`src/rtl/tick_sched_pkg.sv`:
```
// tick_sched_pkg: shared types for the tick scheduler.
// Holds FSM states, config request bundle and index check.
package tick_sched_pkg;

  localparam int REQ_CH_W  = 4;
  localparam int REQ_DIV_W = 32;

  typedef enum logic {
    IDLE,
    APPLY
  } sched_state_t;

  // Sized for the largest legal build (16 ch, 32-bit
  // divide); the top zero-extends into it.
  typedef struct packed {
    logic [REQ_CH_W-1:0]  channel;
    logic [REQ_DIV_W-1:0] divide;
    logic                 enable;
  } cfg_req_t;

  function automatic logic ch_invalid(
    input logic [REQ_CH_W-1:0] ch,
    input int                  n
  );
    return int'(ch) >= n;
  endfunction

endpackage

```
`src/rtl/tick_sched_if.sv`:
```
// tick_sched_if: valid/ready config port of the scheduler.
// master drives requests; slave returns ready and error.
interface tick_sched_if #(
  parameter int NUM_CH        = 4,
  parameter int COUNTER_WIDTH = 26
) ();
  import tick_sched_pkg::*;

  localparam int CH_W =
    (NUM_CH > 1) ? $clog2(NUM_CH) : 1;

  logic                     cfg_valid;
  logic                     cfg_ready;
  logic [CH_W-1:0]          cfg_channel;
  logic [COUNTER_WIDTH-1:0] cfg_divide;
  logic                     cfg_enable;
  logic                     cfg_error;

  modport master (
    output cfg_valid,
    output cfg_channel,
    output cfg_divide,
    output cfg_enable,
    input  cfg_ready,
    input  cfg_error
  );

  modport slave (
    input  cfg_valid,
    input  cfg_channel,
    input  cfg_divide,
    input  cfg_enable,
    output cfg_ready,
    output cfg_error
  );

endinterface

```
`src/rtl/tick_channel.sv`:
```
// tick_channel: one divider channel, 1-cycle tick + square.
// Ports: clk/rst, load_i/load_div_i/load_en_i, tick_o, square_o.
module tick_channel #(
  parameter int             W            = 26,
  parameter logic [W-1:0]   DEFAULT_DIV  = '0,
  parameter bit             RESET_ENABLE = 1'b1
) (
  input  logic         clk_i,
  input  logic         rst_n_i,
  input  logic         load_i,
  input  logic [W-1:0] load_div_i,
  input  logic         load_en_i,
  output logic         tick_o,
  output logic         square_o
);

  logic [W-1:0] cnt_q, cnt_d;
  logic [W-1:0] div_q, div_d;
  logic         en_q,  en_d;
  logic         tick_q, tick_d;
  logic         sq_q,  sq_d;

  // A load beats a coincident terminal count.
  always_comb begin
    cnt_d  = cnt_q;
    div_d  = div_q;
    en_d   = en_q;
    tick_d = 1'b0;
    sq_d   = sq_q;
    if (load_i) begin
      div_d = load_div_i;
      en_d  = load_en_i;
      cnt_d = '0;
      sq_d  = 1'b0;
    end else if (!en_q) begin
      cnt_d = '0;
      sq_d  = 1'b0;
    end else if (cnt_q == div_q) begin
      cnt_d  = '0;
      tick_d = 1'b1;
      sq_d   = ~sq_q;
    end else begin
      cnt_d = cnt_q + W'(1);
    end
  end

  always_ff @(posedge clk_i) begin
    if (!rst_n_i) begin
      cnt_q  <= '0;
      div_q  <= DEFAULT_DIV;
      en_q   <= RESET_ENABLE;
      tick_q <= 1'b0;
      sq_q   <= 1'b0;
    end else begin
      cnt_q  <= cnt_d;
      div_q  <= div_d;
      en_q   <= en_d;
      tick_q <= tick_d;
      sq_q   <= sq_d;
    end
  end

  assign tick_o   = tick_q;
  assign square_o = sq_q;

endmodule

```
`src/rtl/tick_scheduler.sv`:
```
// tick_scheduler: NUM_CH divider channels + config FSM.
// Ports: input_clock, reset_n, cfg (slave), tick_out, square_out, busy.
module tick_scheduler
  import tick_sched_pkg::*;
#(
  parameter int NUM_CH        = 4,
  parameter int COUNTER_WIDTH = 26,
  parameter int DEFAULT_DIV   = 50_000_000,
  parameter bit RESET_ENABLE  = 1'b1
) (
  input  logic              input_clock,
  input  logic              reset_n,
  tick_sched_if.slave       cfg,
  output logic [NUM_CH-1:0] tick_out,
  output logic [NUM_CH-1:0] square_out,
  output logic              busy
);

  localparam logic [COUNTER_WIDTH-1:0] DEF_DIV =
    COUNTER_WIDTH'(DEFAULT_DIV);

  sched_state_t state_q;
  cfg_req_t     req_q, req_d;
  logic         ready_q;
  logic         busy_q;
  logic         err_q;
  logic         apply;
  logic         unused_div_bits;

  always_comb begin
    req_d         = '0;
    req_d.channel = REQ_CH_W'(cfg.cfg_channel);
    req_d.divide  = REQ_DIV_W'(cfg.cfg_divide);
    req_d.enable  = cfg.cfg_enable;
  end

  always_ff @(posedge input_clock) begin
    if (!reset_n) begin
      state_q <= IDLE;
      req_q   <= '0;
      ready_q <= 1'b1;
      busy_q  <= 1'b0;
      err_q   <= 1'b0;
    end else begin
      err_q <= 1'b0;
      case (state_q)
        IDLE: begin
          if (cfg.cfg_valid && ready_q) begin
            req_q   <= req_d;
            state_q <= APPLY;
            ready_q <= 1'b0;
            busy_q  <= 1'b1;
          end
        end
        APPLY: begin
          err_q   <= ch_invalid(req_q.channel,
                                NUM_CH);
          state_q <= IDLE;
          ready_q <= 1'b1;
          busy_q  <= 1'b0;
        end
        default: state_q <= IDLE;
      endcase
    end
  end

  assign apply         = (state_q == APPLY);
  assign cfg.cfg_ready = ready_q;
  assign cfg.cfg_error = err_q;
  assign busy          = busy_q;

  // Upper divide bits are always zero by construction.
  assign unused_div_bits = ^req_q.divide;

  for (genvar i = 0; i < NUM_CH; i++) begin : g_ch
    tick_channel #(
      .W            (COUNTER_WIDTH),
      .DEFAULT_DIV  (DEF_DIV),
      .RESET_ENABLE (RESET_ENABLE)
    ) u_ch (
      .clk_i      (input_clock),
      .rst_n_i    (reset_n),
      .load_i     (apply &&
                   (req_q.channel == REQ_CH_W'(i))),
      .load_div_i (req_q.divide[COUNTER_WIDTH-1:0]),
      .load_en_i  (req_q.enable),
      .tick_o     (tick_out[i]),
      .square_o   (square_out[i])
    );
  end

endmodule
```
`src/flat_wrapper.sv`:
```
// flat-port wrapper written by rule: the top's interface ports become plain ports
module tick_scheduler_flat import tick_sched_pkg::*;
#(
  parameter int NUM_CH        = 4,
  parameter int COUNTER_WIDTH = 26,
  parameter int DEFAULT_DIV   = 50_000_000,
  parameter bit RESET_ENABLE  = 1'b1
)
  (input_clock, reset_n, tick_out, square_out, busy, cfg_cfg_valid, cfg_cfg_channel, cfg_cfg_divide, cfg_cfg_enable, cfg_cfg_ready, cfg_cfg_error);
  tick_sched_if #(.NUM_CH(NUM_CH), .COUNTER_WIDTH(COUNTER_WIDTH)) cfg_i ();
  input  logic input_clock;
  input  logic reset_n;
  output logic [NUM_CH-1:0] tick_out;
  output logic [NUM_CH-1:0] square_out;
  output logic busy;
  input wire logic [$bits(cfg_i.cfg_valid)-1:0] cfg_cfg_valid;
  input wire logic [$bits(cfg_i.cfg_channel)-1:0] cfg_cfg_channel;
  input wire logic [$bits(cfg_i.cfg_divide)-1:0] cfg_cfg_divide;
  input wire logic [$bits(cfg_i.cfg_enable)-1:0] cfg_cfg_enable;
  output wire logic [$bits(cfg_i.cfg_ready)-1:0] cfg_cfg_ready;
  output wire logic [$bits(cfg_i.cfg_error)-1:0] cfg_cfg_error;
  assign cfg_i.cfg_valid = cfg_cfg_valid;
  assign cfg_i.cfg_channel = cfg_cfg_channel;
  assign cfg_i.cfg_divide = cfg_cfg_divide;
  assign cfg_i.cfg_enable = cfg_cfg_enable;
  assign cfg_cfg_ready = cfg_i.cfg_ready;
  assign cfg_cfg_error = cfg_i.cfg_error;
  tick_scheduler #(.NUM_CH(NUM_CH), .COUNTER_WIDTH(COUNTER_WIDTH), .DEFAULT_DIV(DEFAULT_DIV), .RESET_ENABLE(RESET_ENABLE)) u_core (.input_clock(input_clock), .reset_n(reset_n), .cfg(cfg_i), .tick_out(tick_out), .square_out(square_out), .busy(busy));
endmodule
```
`config.mk`:
```
export PLATFORM = sky130hd
export DESIGN_NAME = tick_scheduler_flat
export DESIGN_NICKNAME = d
export VERILOG_FILES = /design/src/rtl/tick_sched_pkg.sv /design/src/rtl/tick_sched_if.sv /design/src/rtl/tick_channel.sv /design/src/rtl/tick_scheduler.sv /design/src/flat_wrapper.sv
export SDC_FILE = /design/constraint.sdc
export NUM_CORES = 1
export LEC_CHECK = 0
export ABC_AREA = 1
export CAP_MARGIN = 10
export CORE_UTILIZATION = 55
export CTS_BUF_LIST = sky130_fd_sc_hd__clkbuf_8 sky130_fd_sc_hd__clkbuf_16
export CTS_CLUSTER_DIAMETER = 50
export CTS_CLUSTER_SIZE = 25
export DETAILED_ROUTE_END_ITERATION = 10
export PLACE_DENSITY = 0.73
export SLEW_MARGIN = 20
export SYNTH_ARGS = -nofsm -noshare
export SYNTH_HDL_FRONTEND = slang
export SYNTH_SLANG_ARGS = --single-unit
```
`constraint.sdc`:
```
create_clock -name input_clock -period 1.9 [get_ports input_clock]
set_clock_uncertainty 0.05 [all_clocks]
set_input_delay 0.475 -clock input_clock [delete_from_list [all_inputs] [get_ports input_clock]]
set_output_delay 0.475 -clock input_clock [all_outputs]
set_load 0.005 [all_outputs]
```
==> flow_summary.ini <==
; synthesis and place-and-route metrics
[outcome]
status = finished clean

[clock_tree]
htree_levels = 1
insertion_delay_ns = 0.55
cts_root_buf = clkbuf_16
cts_tree = done
cts_resized = 11
cts_buffers = 28

[sta]
fmax_mhz = 540
layout_setup_ws_ns = 0.0480
hold_viol_final = 0
tightestPinTransition_ns = 0.717
relSlewSlack_pct = 52.2
finalCritPeriodShare_pct = 97.5

[pwr]
comb_power_share_pct = 6.4
swShare_pct = 26.1
irDropWorstVdd_mv = 0.636
switchingPower_uw = 3120
leakagePower_uw = 0.00604
clkPwrFrac_pct = 45.9
seqPwrFrac_pct = 47.7

[job]
warning_count = 26
drv_cap = 0

[final_layout]
signal_buffers = 78
fillerInstances = 2030
drive_gt1_share_pct = 7.32
clockNetworkAreaShare_pct = 6.63
flops = 252
final_cell_mix = 525 x nand2_1, 327 x nor2_1, 244 x inv_1
inverters = 253
area_delta_synth_final_pct = 14.0
layout_top_cell = nand2_1
comb_share_pct = 43.7

[worst_setup_path]
cp_slowest_cell = clkdlybuf4s50_1
r2r-end = u_core.g_ch[3].u_ch.cnt_q[16]$_SDFF_PP0_
cp_max_fo = 1
crit_path_end = tick_out[1]
cp_data_required_time_ns = 1.37
rrSetupSlack_ns = 0.14
worst_r2r_path_depth = 7
start_kind = flip-flop
worstSetupStartpoint = u_core.g_ch[1].u_ch.tick_o$_SDFF_PP0_
r2r-start = u_core.g_ch[3].u_ch.cnt_q[1]$_SDFF_PP0_

[route]
ant_nets = 0
drt_first_pass_iters = 5
top_layer = met4
routed_wl_um = 32000
drt-initial-drc-count = 603
wl_met1_um = 14200
vias = 11500
wire_per_inst_um = 14.3

[yosys]
synth_seq_share_pct = 40.2
ys_sh_mux_pct = 0
synth-seq-cells = 252
synthTopCellsByArea = dfxtp_1 40%, nand2_1 16%, nor2_1 9.9%
ys.flop_type = dfxtp_1
top_area_share_pct = 40.2
synth_top_cell_by_area = dfxtp_1
netlist_instances = 1891
ys_sh_simple_pct = 33.6
ys_sh_aoi_pct = 7.19
ys_area_mm2 = 0.0126

[hold_path]
hold_class = in2reg

[die]
fp_util_pct = 56.8
num_tap_cells = 280

[global_route]
antenna_found_initial = 0
gr-total-overflow = 0
grt_usage_pct = 27.6
grtUsageMet1_pct = 36.1

[place]
port_buffers = 41
==> sequential cells by signal, indices dropped and copies added (netlist names) <==
| name | count |
|---|---|
| u_core.cfg.cfg_ready | 1 |
| u_core.g_ch.u_ch.cnt_q | 104 |
| u_core.g_ch.u_ch.div_q | 104 |
| u_core.req_q | 29 |
| u_core.g_ch.u_ch.tick_o | 4 |
| u_core.g_ch.u_ch.en_q | 4 |
| u_core.busy | 1 |
| u_core.g_ch.u_ch.square_o | 4 |
| u_core.apply | 1 |
==> through the flow <==
step	cells	hold WS [ns]	util, %	power, uW	cell area [um2]
floorplan	1891	0.387	-	6200	12600
global placement	2181	0.396	60.3	6530	13300
detailed placement	2181	0.401	60.3	6550	13300
CTS	2233	0.277	64.6	12000	14300
global route	2233	0.307	64.8	12300	14300
finish	2233	0.292	64.8	11900	14300
==> power by group through the flow <==
| stage | sequential [uW] | combinational (uW) | clock (uW) |
|---|---|---|---|
| final | 5690 | 760 | 5470 |
| after floorplan | 5680 | 529 | 0 |
| after global placement | 5790 | 737 | 0 |
| after CTS | 5680 | 758 | 5550 |
| after detailed placement | 5800 | 753 | 0 |
| after global routing | 5700 | 864 | 5780 |
==> how the worst min path moves through the flow <==
stage                                                       end  slack (ns)  cells past startpoint
after floorplan           u_core.g_ch[1].u_ch.en_q$_SDFFE_PN1P_        0.39                      2
final                     u_core.g_ch[3].u_ch.tick_o$_SDFF_PP0_        0.29                      3
after global routing      u_core.g_ch[3].u_ch.tick_o$_SDFF_PP0_        0.31                      3
after global placement                 u_core.busy$_SDFFE_PN0P_        0.40                      2
after CTS                 u_core.g_ch[3].u_ch.tick_o$_SDFF_PP0_        0.28                      3
after detailed placement               u_core.busy$_SDFFE_PN0P_        0.40                      2
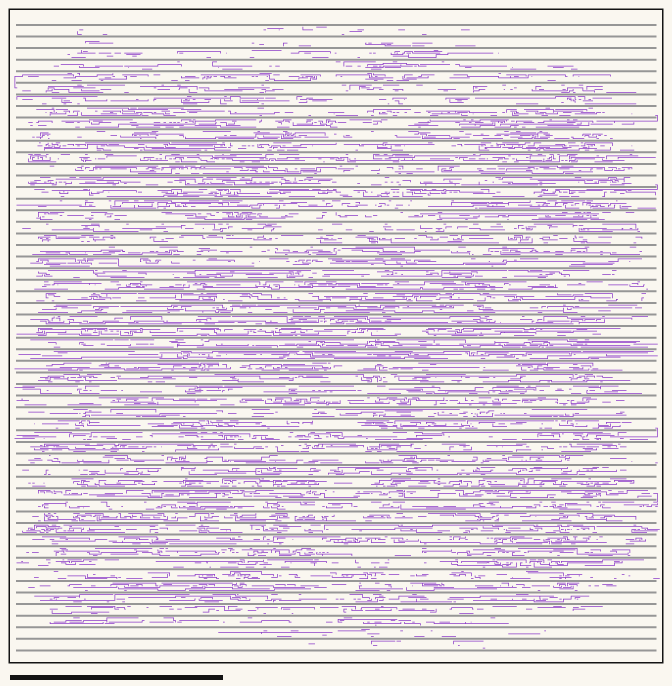
(met1 routing)
Bar = 50 um. Supply wires on this layer in gray.
1867 nets have wire on it. The layer holds 44% of the routed length. The wires run mostly horizontal.

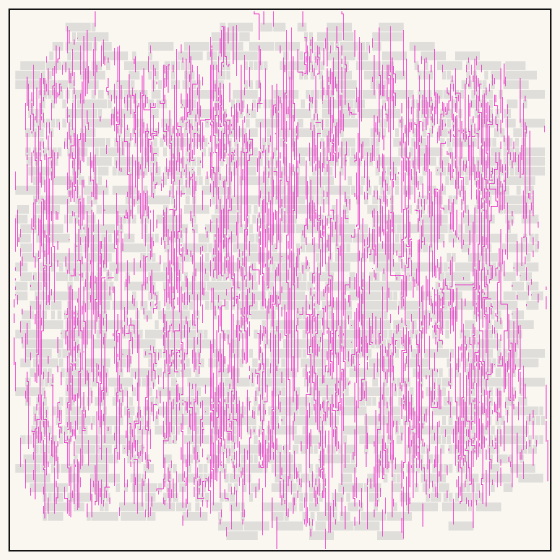
(metal 2)
Cells faint in the background.
The wires run mostly vertical. 1528 nets have wire on it. The layer carries 14900 um of wire.

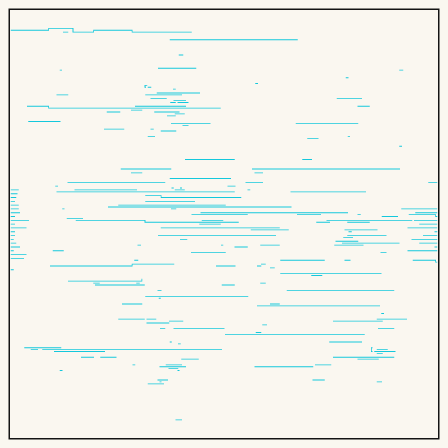
(signal wires on met3)
The longest straight run is 65.3 um. The layer carries 2030 um of wire. 139 nets have wire on it. The layer holds 6.3% of the routed length. The wires run mostly horizontal.

No activity file was given, so power comes from the tool's default toggle rates.
